### config.mk
export PLATFORM = sky130hd
export DESIGN_NAME = chunk_pingpong_ctrl_flat
export DESIGN_NICKNAME = d
export VERILOG_FILES = /design/src/rtl/chunk_pingpong_ctrl_pkg.sv /design/src/rtl/chunk_pingpong_ctrl_if.sv /design/src/rtl/chunk_pingpong_ctrl_hs.sv /design/src/rtl/chunk_pingpong_ctrl.sv /design/src/flat_wrapper.sv
export SDC_FILE = /design/constraint.sdc
export NUM_CORES = 1
export LEC_CHECK = 0
export CELL_PAD_IN_SITES_DETAIL_PLACEMENT = 0
export CELL_PAD_IN_SITES_GLOBAL_PLACEMENT = 1
export CORE_MARGIN = 1
export CORE_UTILIZATION = 42
export DETAILED_ROUTE_END_ITERATION = 10
export DONT_BUFFER_PORTS = 1
export PLACE_DENSITY = 0.83
export SLEW_MARGIN = 30
export SYNTH_ARGS = -nofsm -noshare
export SYNTH_HDL_FRONTEND = slang
export SYNTH_SLANG_ARGS = --single-unit
### constraint.sdc
create_clock -name clk -period 1.85 [get_ports clk]
set_clock_uncertainty 0.15 [all_clocks]
set_input_delay 0.185 -clock clk [delete_from_list [all_inputs] [get_ports clk]]
set_output_delay 0.185 -clock clk [all_outputs]
set_load 0.05 [all_outputs]
### src/rtl/chunk_pingpong_ctrl_pkg.sv
// Shared configuration for the ping-pong chunk sequencer: sizes, state
// encoding and bank index type.
package chunk_pingpong_ctrl_pkg;

  localparam int CFG_NUM_CHUNKS = 64;
  localparam int CFG_IDX_W      = 7;
  localparam int CFG_ADDR_W     = 12;

  typedef logic bank_t;

  typedef enum logic [2:0] {
    ST_IDLE,
    ST_PRELOAD,
    ST_STEP,
    ST_GAP,
    ST_DONE
  } state_t;

endpackage

### src/rtl/chunk_pingpong_ctrl_if.sv
// Handshake bundle between the sequencer (master) and the DDR mover / LBM
// core side (slave).
interface chunk_pingpong_ctrl_if
  import chunk_pingpong_ctrl_pkg::*;
#(
  parameter int IDX_W = CFG_IDX_W
);
  logic             start;
  logic             busy;
  logic             frame_done;
  logic             xfer_req;
  bank_t            xfer_bank;
  logic             xfer_wb_valid;
  logic [IDX_W-1:0] xfer_wb_idx;
  logic             xfer_ld_valid;
  logic [IDX_W-1:0] xfer_ld_idx;
  logic             xfer_done;
  logic             comp_req;
  bank_t            comp_bank;
  logic [IDX_W-1:0] comp_idx;
  logic             comp_done;
  logic [1:0]       bank_xfer_sel;
  logic [1:0]       bank_comp_sel;

  modport master (
    input  start, xfer_done, comp_done,
    output busy, frame_done,
    output xfer_req, xfer_bank, xfer_wb_valid, xfer_wb_idx, xfer_ld_valid, xfer_ld_idx,
    output comp_req, comp_bank, comp_idx,
    output bank_xfer_sel, bank_comp_sel
  );

  modport slave (
    output start, xfer_done, comp_done,
    input  busy, frame_done,
    input  xfer_req, xfer_bank, xfer_wb_valid, xfer_wb_idx, xfer_ld_valid, xfer_ld_idx,
    input  comp_req, comp_bank, comp_idx,
    input  bank_xfer_sel, bank_comp_sel
  );
endinterface

### src/rtl/chunk_pingpong_ctrl_hs.sv
// One request/done side: holds the req level, its bank select and the done
// flag; a side launched with issue=0 is marked complete immediately.
module chunk_hs_tracker
  import chunk_pingpong_ctrl_pkg::*;
(
  input  logic       clk,
  input  logic       rst_n,
  input  logic       launch,
  input  logic       issue,
  input  bank_t      bank_in,
  input  logic       clear,
  input  logic       done,
  output logic       req,
  output logic       flag,
  output bank_t      bank,
  output logic [1:0] sel
);

  always_ff @(posedge clk) begin
    if (!rst_n) begin
      req  <= 1'b0;
      flag <= 1'b0;
      bank <= 1'b0;
      sel  <= 2'b00;
    end else if (clear) begin
      req  <= 1'b0;
      flag <= 1'b0;
      bank <= 1'b0;
      sel  <= 2'b00;
    end else if (launch) begin
      req  <= issue;
      flag <= ~issue;
      bank <= issue ? bank_in : 1'b0;
      sel  <= issue ? (bank_in ? 2'b10 : 2'b01) : 2'b00;
    end else if (req && done) begin
      // bank is kept so the muxes see a stable index until the step closes
      req  <= 1'b0;
      flag <= 1'b1;
      sel  <= 2'b00;
    end
  end

endmodule

### src/rtl/chunk_pingpong_ctrl.sv
// Ping-pong bank sequencer: preload chunk 0, then overlap compute of chunk k
// with writeback of k-1 / load of k+1 in the opposite bank, one GAP per swap.
//
// state   | meaning
// IDLE    | waiting for start, all outputs low
// PRELOAD | mover loads chunk 0 into bank 0
// STEP    | compute k on bank k[0], transfer on bank ~k[0]
// GAP     | one cycle with both reqs low before the next STEP
// DONE    | frame_done pulse, then back to IDLE
module chunk_pingpong_ctrl
  import chunk_pingpong_ctrl_pkg::*;
#(
  parameter int NUM_CHUNKS = CFG_NUM_CHUNKS,
  parameter int IDX_W      = CFG_IDX_W
)(
  input  logic                  clk,
  input  logic                  rst_n,
  chunk_pingpong_ctrl_if.master bus
);

  localparam logic [IDX_W:0] N_EXT = (IDX_W+1)'(NUM_CHUNKS);

  state_t           state;
  logic [IDX_W-1:0] k;
  logic [IDX_W:0]   k_ext;
  logic             comp_en, wb_en, ld_en, last_step;
  logic             x_flag, c_flag, x_fin, c_fin;
  logic             x_launch, x_issue, c_launch, trk_clear;
  bank_t            x_bank_in;

  always_comb begin
    k_ext     = {1'b0, k};
    comp_en   = k_ext < N_EXT;
    wb_en     = k != '0;
    ld_en     = (k_ext + 1'b1) < N_EXT;
    last_step = k_ext == N_EXT;
    x_fin     = x_flag | (bus.xfer_req & bus.xfer_done);
    c_fin     = c_flag | (bus.comp_req & bus.comp_done);

    x_launch  = 1'b0;
    x_issue   = 1'b0;
    x_bank_in = 1'b0;
    c_launch  = 1'b0;
    trk_clear = 1'b0;
    case (state)
      ST_IDLE: begin
        x_launch = bus.start;
        x_issue  = 1'b1;
      end
      ST_PRELOAD: trk_clear = x_fin;
      ST_GAP: begin
        x_launch  = 1'b1;
        x_issue   = wb_en | ld_en;
        x_bank_in = ~k[0];
        c_launch  = 1'b1;
      end
      ST_STEP: trk_clear = x_fin & c_fin;
      default: ;
    endcase
  end

  chunk_hs_tracker u_xfer (
    .clk     (clk),
    .rst_n   (rst_n),
    .launch  (x_launch),
    .issue   (x_issue),
    .bank_in (x_bank_in),
    .clear   (trk_clear),
    .done    (bus.xfer_done),
    .req     (bus.xfer_req),
    .flag    (x_flag),
    .bank    (bus.xfer_bank),
    .sel     (bus.bank_xfer_sel)
  );

  chunk_hs_tracker u_comp (
    .clk     (clk),
    .rst_n   (rst_n),
    .launch  (c_launch),
    .issue   (comp_en),
    .bank_in (k[0]),
    .clear   (trk_clear),
    .done    (bus.comp_done),
    .req     (bus.comp_req),
    .flag    (c_flag),
    .bank    (bus.comp_bank),
    .sel     (bus.bank_comp_sel)
  );

  always_ff @(posedge clk) begin
    if (!rst_n) begin
      state             <= ST_IDLE;
      k                 <= '0;
      bus.busy          <= 1'b0;
      bus.frame_done    <= 1'b0;
      bus.xfer_wb_valid <= 1'b0;
      bus.xfer_wb_idx   <= '0;
      bus.xfer_ld_valid <= 1'b0;
      bus.xfer_ld_idx   <= '0;
      bus.comp_idx      <= '0;
    end else begin
      bus.frame_done <= 1'b0;
      case (state)
        ST_IDLE: if (bus.start) begin
          state             <= ST_PRELOAD;
          k                 <= '0;
          bus.busy          <= 1'b1;
          bus.xfer_wb_valid <= 1'b0;
          bus.xfer_wb_idx   <= '0;
          bus.xfer_ld_valid <= 1'b1;
          bus.xfer_ld_idx   <= '0;
        end
        ST_PRELOAD: if (x_fin) begin
          state             <= ST_GAP;
          bus.xfer_ld_valid <= 1'b0;
        end
        ST_GAP: begin
          state             <= ST_STEP;
          bus.comp_idx      <= comp_en ? k : '0;
          bus.xfer_wb_valid <= wb_en;
          bus.xfer_wb_idx   <= wb_en ? k - 1'b1 : '0;
          bus.xfer_ld_valid <= ld_en;
          bus.xfer_ld_idx   <= ld_en ? k + 1'b1 : '0;
        end
        ST_STEP: if (x_fin && c_fin) begin
          bus.comp_idx      <= '0;
          bus.xfer_wb_valid <= 1'b0;
          bus.xfer_wb_idx   <= '0;
          bus.xfer_ld_valid <= 1'b0;
          bus.xfer_ld_idx   <= '0;
          if (last_step) begin
            state          <= ST_DONE;
            bus.busy       <= 1'b0;
            bus.frame_done <= 1'b1;
          end else begin
            state <= ST_GAP;
            k     <= k + 1'b1;
          end
        end
        ST_DONE: state <= ST_IDLE;
        default: state <= ST_IDLE;
      endcase
    end
  end

endmodule

### src/flat_wrapper.sv
// flat-port wrapper written by rule: the top's interface ports become plain ports
module chunk_pingpong_ctrl_flat import chunk_pingpong_ctrl_pkg::*;
#(
  parameter int NUM_CHUNKS = CFG_NUM_CHUNKS,
  parameter int IDX_W      = CFG_IDX_W
)
  (clk, rst_n, bus_start, bus_xfer_done, bus_comp_done, bus_busy, bus_frame_done, bus_xfer_req, bus_xfer_bank, bus_xfer_wb_valid, bus_xfer_wb_idx, bus_xfer_ld_valid, bus_xfer_ld_idx, bus_comp_req, bus_comp_bank, bus_comp_idx, bus_bank_xfer_sel, bus_bank_comp_sel);
  chunk_pingpong_ctrl_if #(.IDX_W(IDX_W)) bus_i ();
  input  logic clk;
  input  logic rst_n;
  input wire logic [$bits(bus_i.start)-1:0] bus_start;
  input wire logic [$bits(bus_i.xfer_done)-1:0] bus_xfer_done;
  input wire logic [$bits(bus_i.comp_done)-1:0] bus_comp_done;
  output wire logic [$bits(bus_i.busy)-1:0] bus_busy;
  output wire logic [$bits(bus_i.frame_done)-1:0] bus_frame_done;
  output wire logic [$bits(bus_i.xfer_req)-1:0] bus_xfer_req;
  output wire logic [$bits(bus_i.xfer_bank)-1:0] bus_xfer_bank;
  output wire logic [$bits(bus_i.xfer_wb_valid)-1:0] bus_xfer_wb_valid;
  output wire logic [$bits(bus_i.xfer_wb_idx)-1:0] bus_xfer_wb_idx;
  output wire logic [$bits(bus_i.xfer_ld_valid)-1:0] bus_xfer_ld_valid;
  output wire logic [$bits(bus_i.xfer_ld_idx)-1:0] bus_xfer_ld_idx;
  output wire logic [$bits(bus_i.comp_req)-1:0] bus_comp_req;
  output wire logic [$bits(bus_i.comp_bank)-1:0] bus_comp_bank;
  output wire logic [$bits(bus_i.comp_idx)-1:0] bus_comp_idx;
  output wire logic [$bits(bus_i.bank_xfer_sel)-1:0] bus_bank_xfer_sel;
  output wire logic [$bits(bus_i.bank_comp_sel)-1:0] bus_bank_comp_sel;
  assign bus_i.start = bus_start;
  assign bus_i.xfer_done = bus_xfer_done;
  assign bus_i.comp_done = bus_comp_done;
  assign bus_busy = bus_i.busy;
  assign bus_frame_done = bus_i.frame_done;
  assign bus_xfer_req = bus_i.xfer_req;
  assign bus_xfer_bank = bus_i.xfer_bank;
  assign bus_xfer_wb_valid = bus_i.xfer_wb_valid;
  assign bus_xfer_wb_idx = bus_i.xfer_wb_idx;
  assign bus_xfer_ld_valid = bus_i.xfer_ld_valid;
  assign bus_xfer_ld_idx = bus_i.xfer_ld_idx;
  assign bus_comp_req = bus_i.comp_req;
  assign bus_comp_bank = bus_i.comp_bank;
  assign bus_comp_idx = bus_i.comp_idx;
  assign bus_bank_xfer_sel = bus_i.bank_xfer_sel;
  assign bus_bank_comp_sel = bus_i.bank_comp_sel;
  chunk_pingpong_ctrl #(.NUM_CHUNKS(NUM_CHUNKS), .IDX_W(IDX_W)) u_core (.clk(clk), .rst_n(rst_n), .bus(bus_i));
endmodule
### Placed cells, one colour a class, run 1

Scale bar: 20 microns. Fill, decap, tap and diode cells in grey.
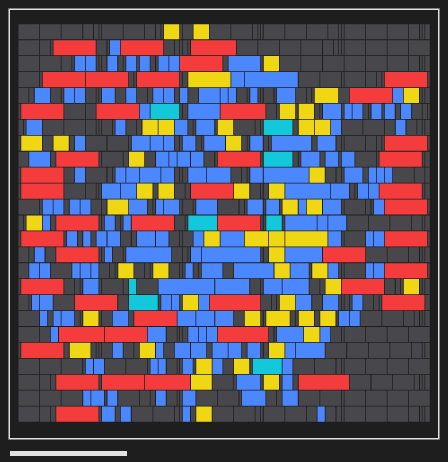
legend:
  remaining buffers and delay cells:
    colour: yellow
    cells: 53
    share_of_their_area: 16%
  remaining logic cells:
    colour: blue
    cells: 181
    share_of_their_area: 47%
  clock drivers and dummy loads:
    colour: cyan
    cells: 8
    share_of_their_area: 3.5%
  sequential cells:
    colour: red
    cells: 44
    share_of_their_area: 33%

### Signal wires on met1, run 1

Supply wires on this layer in grey.
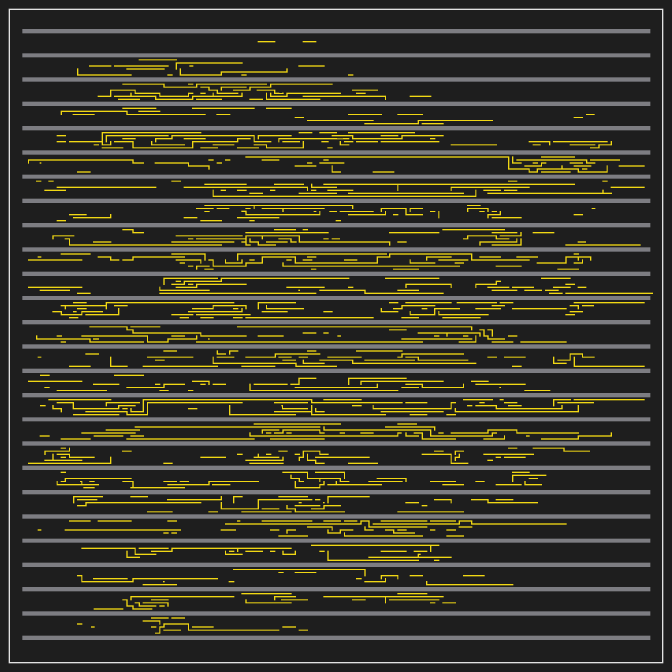
share of all routed wire: 46%
nets with wire on the layer: 275
wire length on this layer: 2630 microns
main direction: horizontal
longest straight run: 29.4 microns
via count: 1961
GR met1 Demand/Resource: 30.0%
routed wire length: 5730 microns

### Cell area per tile, run 1

The die is cut into 7 by 7 equal tiles; white is low, dark blue is high, 0 to 100% covered.
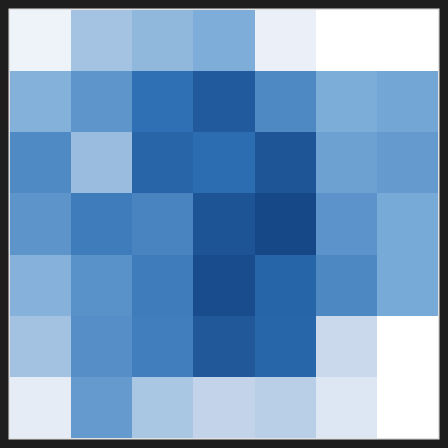
mean over tiles: 51%
fullest tile: 91%
densest ninth of the die: centre
emptiest ninth of the die: lower right
tiles over 75% full: 20%
nearly empty tiles: 8.2%

### Routing congestion map, run 1

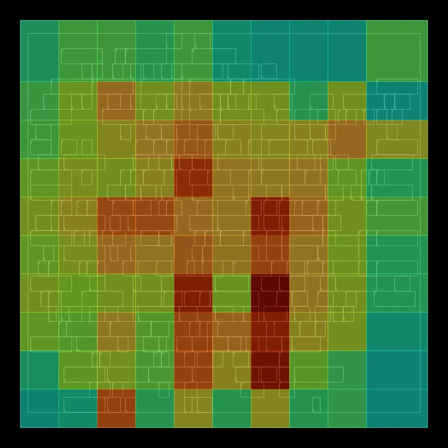
layer with the highest usage: met2
WL per Instance: 16.2 microns
total global routing track utilization: 22.6%
post-layout utilization of the core: 58.4%

==> flow_results.org, run 1 <==
* Implementation run

** Power and ir drop
- Summed over all cells, the static leakage comes to 0.00105 uW.
- The share of total power dissipated in the clock network is 22.4%.
- For the sequential group, total power comes out at 1140 uW.
- Sequential cells burn 39.4% of the power.
- In this run, the combinational gates consume 38.2% of the power.
- Worst vdd rail ir drop :: 591 uV
- Power consumption :: 2890 uW
- Internal power :: 1810 uW

** Layout
- The sequential cells in the finished layout cover a total of 897 sq um.
- Non-clock inverters :: 7
- Per the final report, the share of cell area in non-clock buffers is 15.9%.
- Total of fill cells in the finished design :: 428
- # diodes :: 0
- Among logic cells in the layout, the one with the most instances is buf_4.
- Largest regs :: u_core.bus.xfer_ld_idx x7, u_core.bus.xfer_wb_idx x7, u_core.k x7
- The net count of the finished layout is 292.
- Logic gate fraction of the total cell area :: 44.7%
- The biggest slice of the area belongs to combinational gates.
- After routing the design area is 2800 sq um.
- Clock buffers in the final layout number 7.
- Non-clock buffers in the final layout number 53.
- Multi-input gates :: 174
- Proportion of layout cells with a drive suffix above 1 :: 32.5%

** Global routing
- Antenna violations before repair :: 0
- The number of global-route vias before repair came to 1884.
- Entering global routing, the biggest net connects 16 pins.
- Global route overflow :: 0
- The first global-routing pass estimated 9090 microns of wire.

** Critical path
- The STA report counts the stages on the worst setup path as 5.
- The timing report gives the worst reg2reg path a setup slack of -0.02 ns.
- Buffers & Inverters on Critical Path :: 1
- The largest single stage delay on the critical path is 0.58 ns.
- CP delay by family, top :: simple AND/OR/NAND/NOR gates
- The critical path goes through buf_6, or4b_4, nand2_4, o32ai_4, a221o_1.
- According to the timing report, the data required time at the worst endpoint equals 1.90 ns.
- Counting cells, the worst reg-to-reg path comes to 5.
- Max fanout on the critical path was recorded as 6.
- Per the STA report, the cell with the highest stage delay on the worst path is or4b_4.
- Crit. End Element :: flop
- R2r endpoint :: u_core.k[2]$_SDFFE_PN0P_
- STA classifies the critical path startpoint as a flop.

** CTS
- TritonCTS sink count :: 44
- TritonCTS built the clock tree.
- Clock latency on the worst-skew pair :: 0.31 ns
- After clock tree synthesis, the flow added hold-fix buffers numbering 3.
- No sink is reached through more buffers than the 2 on the longest clock path.
- After clock tree synthesis, the setup repair step added 4 buffers.
- The number of gates resized after CTS was 8.
- Inserted Clock Buffers :: 5

** Status
- The final reports fail on negative setup slack.
- The run finished, with violations left.

** Yosys
- Post-synth area from yosys stat :: 2120 sq um
- At floorplan, the net count of the design was reported as 249.
- Avg Cell Area, Syn :: 8.77 sq um
- Yosys adder share :: 1.18%
- The synthesized instance count is 242.
- The biggest area contributor in the post-synthesis netlist is dfxtp_1.
- Post-synth mux share :: 1.06%
- Part of the Yosys area used for sequential elements :: 41.5%
- Share of flip-flops with an asynchronous set or reset :: 0%
- Top logic family :: AND-OR/OR-AND gates
- Synthesis instantiated 59 different standard cells from the library.
- After synthesis, the most frequently instantiated cells are dfxtp_1, a21oi_1, o21ai_0.
- Compound Share, Synth :: 26.8%
- Yosys reported a register bit count of 44.
- Cell area after synthesis :: 2120 sq um
- Total number of yosys warnings :: 0

** Hold path
- Path class of the lowest-slack min-delay path :: in2reg
- The report gives the cell count of the worst hold path as 2.
- STA lists the startpoint of the worst hold path as rst_n.

** Timing
- In the final report, the number of hold violations comes to 0.
- Across all setup checks in the final design, the least slack found is -0.0216 ns.
- Fmax :: 0.534 GHz
- RSZ-0062 raised after global routing :: yes
- Endpoints failing setup :: 1
- At the pin with the least slew margin, the transition time is 0.520 ns.

** Floorplan
- Floorplan Utilization :: 44.3%
- Vert. Die Dim :: 73.1 microns
- The die covers 5340 sq um.
- The floorplan has 25 rows.
- TAP cells :: 67
- The core region is 4790 sq um.

** Detailed routing
- Met1 Routed Length :: 2630 microns
- Number of iterations in the first detailed-routing pass :: 4
- Drt first-iter violations :: 136
- The routed layout reports a DRC error count of 0.

** Place
- During placement, the flow inserted port buffers numbering 0.
- In this run the cell area measured after placement is 2450 sq um.
- The final weighted congestion recorded by global placement is 0.853.

** Run
- Max-cap violations in this run came to 0.
==> run 2: changes to the inputs <==
--- a/config.mk
+++ b/config.mk
@@ -5,8 +5,9 @@
 export SDC_FILE = /design/constraint.sdc
 export NUM_CORES = 1
 export LEC_CHECK = 0
-export CELL_PAD_IN_SITES_DETAIL_PLACEMENT = 0
+export CELL_PAD_IN_SITES_DETAIL_PLACEMENT = 1
 export CELL_PAD_IN_SITES_GLOBAL_PLACEMENT = 1
+export CORE_ASPECT_RATIO = 0.5
 export CORE_MARGIN = 1
 export CORE_UTILIZATION = 42
 export DETAILED_ROUTE_END_ITERATION = 10
### Signal wires on met4, run 2

Scale bar: 20 microns. Supply wires on this layer in grey. Cells faint in the background.
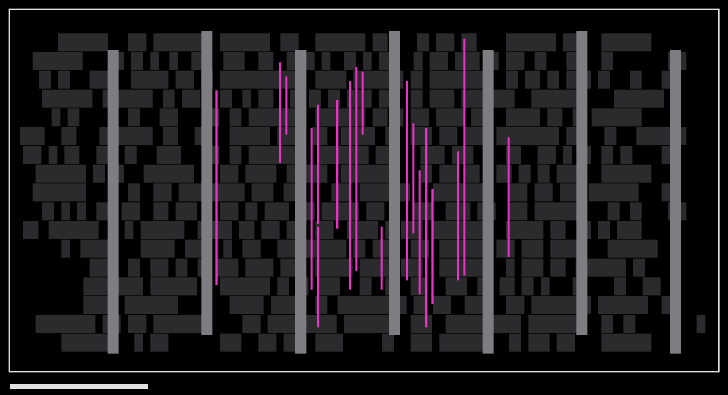
longest straight run: 34.0 microns
share of all routed wire: 4.1%
nets with wire on the layer: 18
wire length on this layer: 376 microns
via count: 2303
routed wire length: 9150 microns

### Placed cells, one colour a class, run 2

Scale bar: 20 microns. Fill, decap, tap and diode cells in grey.
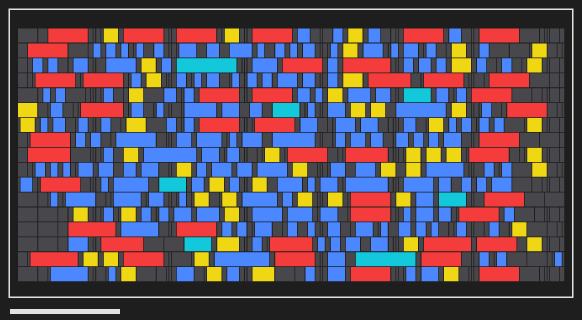
legend:
  clock drivers and dummy loads:
    colour: cyan
    cells: 7
    share_of_their_area: 4.6%
  remaining logic cells:
    colour: blue
    cells: 181
    share_of_their_area: 48%
  remaining buffers and delay cells:
    colour: yellow
    cells: 53
    share_of_their_area: 15%
  sequential cells:
    colour: red
    cells: 44
    share_of_their_area: 32%
post-layout utilization of the core: 62.2%
Core Footprint: 4620 sq um
Core Rows: 17
register fraction of the total cell area: 31.4%

### Cell area per tile, run 2

The die is cut into 10 by 5 equal tiles; white is low, dark blue is high, 0 to 100% covered.
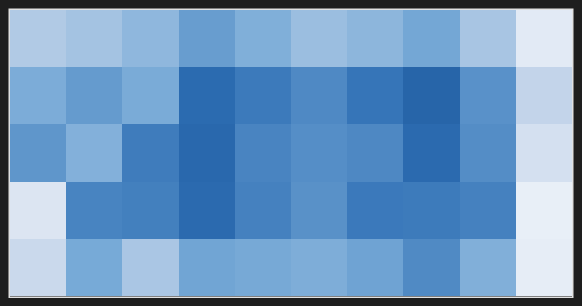
densest ninth of the die: centre
mean over tiles: 52%
tiles over 75% full: 10%
fullest tile: 79%
Floorplan Utilization: 46.0%

==> run 2 against run 1 <==
  * The run still ends with negative setup slack left
  * Flip-flop count unchanged
  * Via count up 17%
  * Combinational power is 4% higher
  * Count of clock-buffer cells in the layout shrank 2
  * Clock power rose by about 40%
  * Power rose by 11%
  * Critical path type unchanged
  * Critical endpoint is now u_core.bus.xfer_ld_idx[0]$_SDFFE_PN0P_
  * Largest power group unchanged
  * Highest routed layer unchanged
==> flow_results.org, run 2 <==
* Implementation run

** Status
- The run finished, with violations left.
- The final reports fail on negative setup slack.

** Detailed routing
- The detailed router's first-iteration violation count came to 213 (+57%).
- WL per Instance :: 26.1 microns (+61%)
- # DRC :: 0 (unchanged)

** Critical path
- Buffers & Inverters on Critical Path :: 2 (+1)
- Maximum fanout along the worst path :: 10 (+4)
- The setup slack of the most critical reg-to-reg path was -0.13 ns (-0.11 ns).
- The instance count on the critical path is 6 (+1).
- For reference, the critical path cell chain is buf_4, nand3b_1, buf_4, nor2_2, nand3_1, a21oi_1.

** Yosys
- The number of nets produced by synthesis was 249 (unchanged).
- The synthesis run identifies the leading combinational cell family as AND-OR/OR-AND gates.
- The count of yosys warnings during synthesis came to 0 (unchanged).
- The async set-reset flop share out of synthesis is 0% (unchanged).
- Post-synth area from yosys stat :: 2120 sq um (unchanged)
- The number of distinct library cells after synthesis came to 59 (unchanged).
- The cell type that accounts for the most area after synthesis is dfxtp_1.
- The synthesis-stage register bit count is 44 (unchanged).

** Hold path
- Path class of the lowest-slack min-delay path :: in2reg
- In this run the most critical hold path is launched from bus_xfer_done.

** CTS
- TritonCTS clock tree :: done
- CTS Hold Bufs :: 3 (unchanged)
- The clock sink count was 44 (unchanged).
- Worst-case clock buffer depth :: 2 (unchanged)
- Clock latency on the worst-skew pair :: 0.32 ns (about the same)
- The post-CTS setup repair buffer count was 2 (-2).

** Power and ir drop
- The sequential-cell power consumption came to 1150 uW (about the same).
- The clock network fraction of total power is 28.3% (+5.9 points).
- The part of the power in registers was 35.7% (-3.7 points).

** Layout
- The number of fillers in the final layout came to 536 (+25%).
- Proportion of layout cells with a drive suffix above 1 :: 37.2% (+4.7 points)
- Area taken by flip-flops and latches :: 903 sq um (+0.70%)
- Largest regs :: u_core.bus.xfer_ld_idx x7, u_core.bus.xfer_wb_idx x7, u_core.k x7
- The count of plain and timing-repair buffers in the layout is 53 (unchanged).
- The biggest slice of the area belongs to combinational gates.
- Non-clock buffers, area share :: 14.5% (-1.4 points)

** Timing
- The number of hold-slack violations in the final timing report is 0 (unchanged).
- The final tally of setup violations is 11 (+10).
- Setup repair after global routing could not meet its margin everywhere.
- Setup slack of the critical path after layout :: -0.129 ns (-0.107 ns)
- The measured slew at the worst slew-check pin was 0.583 ns (+0.0630 ns).

** Floorplan
- TAP cells :: 66 (-1.5%)
- Overall chip area :: 5360 sq um (+0.32%)

** Global routing
- The all-layer global routing usage was 32.2% (+9.6 points).
- Layer with the highest usage :: met2
- Antenna violations before repair :: 0 (unchanged)
==> run 3: changes to the inputs <==
--- a/config.mk
+++ b/config.mk
@@ -8,7 +8,7 @@
 export CELL_PAD_IN_SITES_DETAIL_PLACEMENT = 1
 export CELL_PAD_IN_SITES_GLOBAL_PLACEMENT = 1
 export CORE_ASPECT_RATIO = 0.5
-export CORE_MARGIN = 1
+export CORE_MARGIN = 4
 export CORE_UTILIZATION = 42
 export DETAILED_ROUTE_END_ITERATION = 10
 export DONT_BUFFER_PORTS = 1
@@ -16,4 +16,5 @@
 export SLEW_MARGIN = 30
 export SYNTH_ARGS = -nofsm -noshare
 export SYNTH_HDL_FRONTEND = slang
+export SYNTH_HIERARCHICAL = 1
 export SYNTH_SLANG_ARGS = --single-unit
### Signal wires on met4, run 3

Scale bar: 20 microns. Supply wires on this layer in grey. Cells faint in the background.
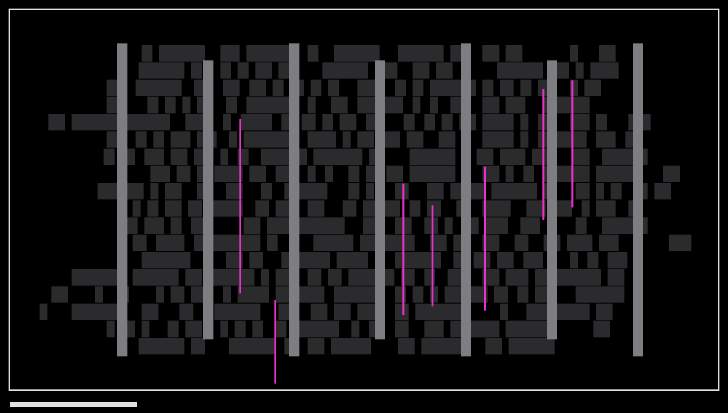
share of all routed wire: 2.0%
longest straight run: 27.2 microns
main direction: vertical
routed wire length: 6880 microns
via count: 2169

### Routing congestion map, run 3

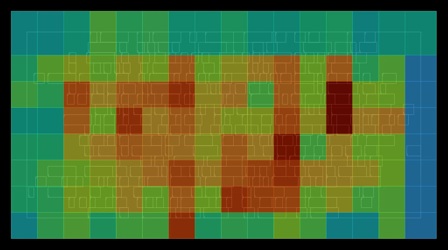
WL per Instance: 18.7 microns
GR met1 Demand/Resource: 26.6%
met2 track demand over resource: 37.6%

### Cell area per tile, run 3

The die is cut into 11 by 6 equal tiles; white is low, dark blue is high, 0 to 100% covered.
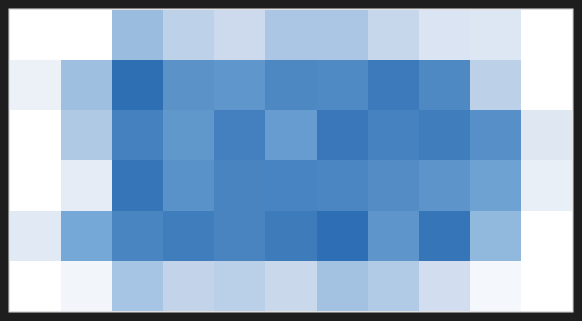
tiles over 75% full: 1.5%
densest ninth of the die: centre
fullest tile: 75%
nearly empty tiles: 14%
mean over tiles: 40%
Floorplan Utilization: 44.6%
post-layout utilization of the core: 54.4%

==> run 3 against run 2 <==
  * The flow still finishes with violations (negative setup slack)
  * Non-clock buffer count decreased by 5
  * Area after synthesis increased by 6.5%
  * Count of clock-buffer cells in the layout increased by 2
  * Synthesized cell count increased by 5.8%
  * Design area decreased by 4.0%
  * Die area increased by 25%
  * Global-route usage decreased by 11 points
  * Combinational power decreased by 71%
  * Critical path depth decreased by 1
  * Sequential power decreased by about 10%
  * Worst setup slack improved by 0.12 ns
  * First-iteration DRC count decreased by 40%
  * Critical endpoint is now u_core/bus.comp_idx[1]$_SDFFE_PN0P_
==> flow_results.org, run 3 <==
* Implementation run

** Yosys
- The synthesis-stage register bit count came to 44 (unchanged).
- Share of flip-flops with an asynchronous set or reset :: 0% (unchanged)
- Post-synth area from yosys stat :: 2260 sq um (+6.5%)
- Total number of yosys warnings :: 6 (+6)
- The number of distinct library cells after synthesis was 62 (+5.1%).
- Most area-hungry cell type in the Yosys netlist :: dfxtp_1
- Floorplan net count :: 264 (+6.0%)
- Top logic family :: AND-OR/OR-AND gates

** Critical path
- In this run the critical path is formed by nand3b_4, inv_2, a31oi_1, a21oi_1, nor2_1.
- Buffers & Inverters on Critical Path :: 1 (-1)
- Maximum fanout along the worst path :: 9 (-1)
- The setup slack of the most critical reg-to-reg path was -0.005 ns (+0.12 ns).

** Timing
- The final tally of setup violations came to 1 (-10).
- The smallest setup slack after layout was -0.00469 ns (+0.124 ns).
- RSZ-0062 raised after global routing :: yes
- The measured slew at the worst slew-check pin came to 0.713 ns (+0.130 ns).
- Hold violation total from the final report :: 0 (unchanged)

** Power and ir drop
- The part of the power in registers came to 50.5% (+15 points).
- The sequential-cell power consumption was 995 uW (-10%).
- The clock network fraction of total power was 32.6% (+4.3 points).

** CTS
- TritonCTS sink count :: 44 (unchanged)
- The number of buffers on the longest clock path was 2 (unchanged).
- TritonCTS clock tree :: done
- The number of hold buffers added after CTS came to 3 (unchanged).
- Clock latency on the worst-skew pair :: 0.30 ns (-0.02 ns)

** Detailed routing
- # DRC :: 0 (unchanged)
- The detailed router's first-iteration violation count came to 128 (-40%).

** Layout
- Proportion of layout cells with a drive suffix above 1 :: 26.2% (-11 points)
- Area-dominant class :: combinational gates
- Area taken by flip-flops and latches :: 890 sq um (-1.5%)
- The count of plain and timing-repair buffers in the layout was 48 (-9.4%).
- The number of fillers in the final layout is 616 (+15%).
- The proportion of final cell area spent on non-clock buffers is 13.4% (-1.0 points).
- Register fraction of the total cell area :: 32.2% (+0.80 points)

** Floorplan
- The row count is 18 (+1).
- The overall die area was 6690 sq um (+25%).
- The placeable core area is 5070 sq um (+9.8%).
- TAP cells :: 70 (+6.1%)

** Status
- The run finished, with violations left.
- The final reports fail on negative setup slack.

** Global routing
- Antenna violations before repair :: 0 (unchanged)
- Layer with the highest usage :: met2

** Hold path
- Per the hold report, the tightest min-delay path originates at bus_start.
Power is estimated from default activity; no workload was simulated.
